Fig. 1: floorplan with the power grid
The bar under the picture is 20 um long. Pins as bars on the die edge.
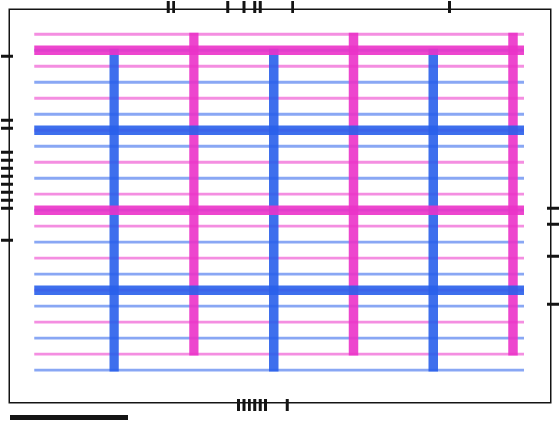
Fig. 2: placement by cell class
The bar under the picture is 20 um long.
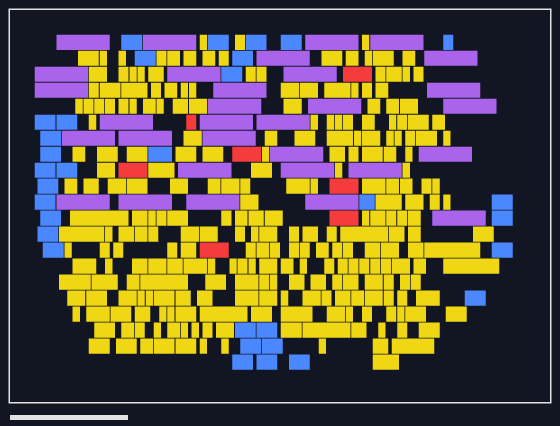
Fig. 3: clock network drawn from the DEF
The bar under the picture is 20 um long.
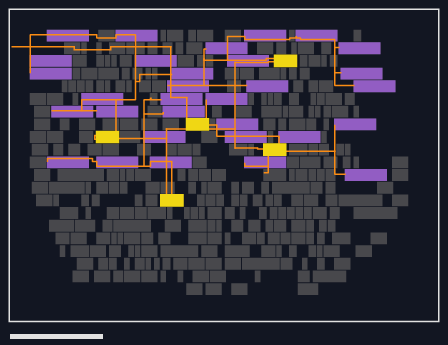
Fig. 4: routed metal, one color a layer
Two of the layers only.
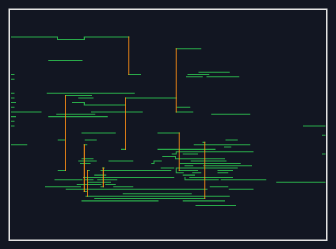
==> config.mk <==
export PLATFORM = sky130hd
export DESIGN_NAME = mux8_rr_arbiter
export DESIGN_NICKNAME = d
export VERILOG_FILES = /design/src/rtl/mux8_rr_arbiter.sv
export SDC_FILE = /design/constraint.sdc
export NUM_CORES = 1
export LEC_CHECK = 0
export CORE_ASPECT_RATIO = 0.7
export CORE_MARGIN = 4
export CORE_UTILIZATION = 55
export CTS_CLUSTER_SIZE = 10
export DETAILED_ROUTE_END_ITERATION = 6
export GPL_TIMING_DRIVEN = 0
export PLACE_DENSITY = 0.83
export REMOVE_ABC_BUFFERS = 1
export SLEW_MARGIN = 20
export SYNTH_ARGS = -nofsm -noshare
export SYNTH_HDL_FRONTEND = slang
export SYNTH_SLANG_ARGS = --single-unit
export TNS_END_PERCENT = 100
==> constraint.sdc <==
create_clock -name clk -period 4.3 [get_ports clk]
set_input_delay 0.86 -clock clk [delete_from_list [all_inputs] [get_ports clk]]
set_output_delay 0.86 -clock clk [all_outputs]
set_load 0.05 [all_outputs]
==> impl_metrics.toml <==
# implementation run metrics
[status]
status = "completed"

[final_timing]
period_used_share = 0.947
fin_crit_ps = 4070
hold_viol = 0
grt_setup_unrepaired = "false"
slew_viol_final = 0
relSlewSlack = 0.424
finalWorstSetupSlack_ps = 229
setup_violations = 0

[clock_tree]
cts-root-buf = "clkbuf_8"
clockBufferDepth = 2
cts_sinks = 31
hold_buffers = 0
cts_inserted_buffers = 5
cts_tree = "built"
clk_pin_slew_ps = 60

[route]
vias_per_cell = 6.61
ant_nets = 0
wl_met2_mm = 3.01
first_pass_iters = 5
drt_iter0_drc = 335
dr.max_layer_used = "met4"
dr_wl_met3_um = 799

[cells_and_area]
final-seq-area_um2 = 776
logic_area_um2 = 1830
final_layout_top_logic_cell = "dfrtp_1"
seq_cell_count = 31
logic_gates = 246
final_area_um2 = 3150
finalNonFillerCells = 398
drive_gt1_frac = 0.106
lay_top_cells = "31 x dfrtp_1, 29 x clkdlybuf4s50_1, 26 x nand2_1, 22 x mux2i_1, 18 x nor2_1"
clk_share = 0.0278
buffer_area_frac = 0.0997
nClkBuffers = 6
comb_share = 0.582
syn_to_final_growth_pct = 16.4
fillers = 381
nNetsFinal = 345
buffers = 32
area_dominant_class = "multi-input combinational cells"

[synth]
avgSynthCellArea_um2 = 8.84
yosysWarnings = 0
compound_area_frac = 0.270
ys_top_logic_family = "AND-OR/OR-AND gates"
fa_ha_area_frac = 0.0231
synth.top_cell.area_share = 0.287
ys_cells = 306
synth_top_cell_by_area = "dfrtp_1"
simple_gate_area_frac = 0.190
synth_cell_types = 66
dominantRegCellSynth = "dfrtp_1"
synth_flops = 31
syn-cell-area_um2 = 2710
synthTopCellsByArea = "dfrtp_1 29%, mux2i_1 8.1%, nand2_1 3.6%, nand3_1 3.1%, a21oi_1 3.0%"
most_common_cell = "dfrtp_1"
xor_share = 0.0162

[floorplanning]
die-area_um2 = 6120
ioPinCount = 31
fp_util = 0.569

[place]
place_ws_ps = -394
dp_cells = 390
hpwl_mm = 5.50
routabilityCongestion = 0.991
io_buffers = 30

[grt]
grt_pass1_vias = 2357
grt_pass1_wl_mm = 12.0
met2_usage = 0.341
grt_max_degree = 32
grt_use_met1 = 0.386
antenna_found_initial = 0
grt-ovfl-total = 0

[worst_setup_path]
crit_path_top_delay_cell = "ha_2"
arrival_ps = 4240
worstSetupPathType = "reg2reg"
cp_slowest_stage_delay_ps = 500
ff2ff_path_depth = 12
end_kind = "flip-flop"
crit_fanout = 19
critPathLaunchType = "flip-flop"
cp_cell_sequence = "ha_1 -> mux2i_4 -> inv_2 -> ha_2 -> mux2i_1 -> o21ai_0 -> o22ai_2 -> o21ai_1 -> o41ai_4 -> buf_6 -> nor2_1 -> mux2_1"

[run]
warnings = 26
cap_violations = 0
-- Fig. 1 (at the start) --
Key: VSS = blue; VDD = magenta
The core has 21 rows. 22 met1 rails follow the rows. 31 signal pins sit on the boundary. 6 straps on met4.
core area: 4760 um2
die width: 91.8 um

-- Fig. 2 (at the start) --
Key: all other logic = yellow [cells 259, share of their area 62%]; other buffers and delay cells = blue [cells 32, share of their area 10%]; clock drivers and dummy loads = red [cells 7, share of their area 2.9%]; flip-flops = purple [cells 31, share of their area 25%]
Final Util: 0.662
Seq area share: 0.246

-- Fig. 3 (at the start) --
Key: flip-flops = purple [count 31]; cells driving clock nets = yellow [count 5]; clock wires = orange [length 447 um]
There are 6 routed clock nets.
clk ins delay skew pair: 280 ps

-- Fig. 4 (at the start) --
Key: met4 = orange [wire length 120 um]; met3 = green [wire length 799 um]
via count: 2629
GR Util All Layers: 0.251
Routed WL per cell: 18.9 um
DRT Wirelength: 7.54 mm

what timing repair did:
action | 4_1_cts | 5_1_grt
setup buffers | 1 | 0
gates resized | 2 | 3
endpoints found under the hold margin | 0 | 0
endpoints found under the setup margin | 23 | 22
critical path: cells and delay by family, from the launching register on:
family,cells,cell delay (ps)
AOI/OAI and AO/OA,4,1260
adders and majority gates,2,890
muxes,3,760
DFF,1,480
buffers and inverters,2,450
and+or+nand+nor,1,100
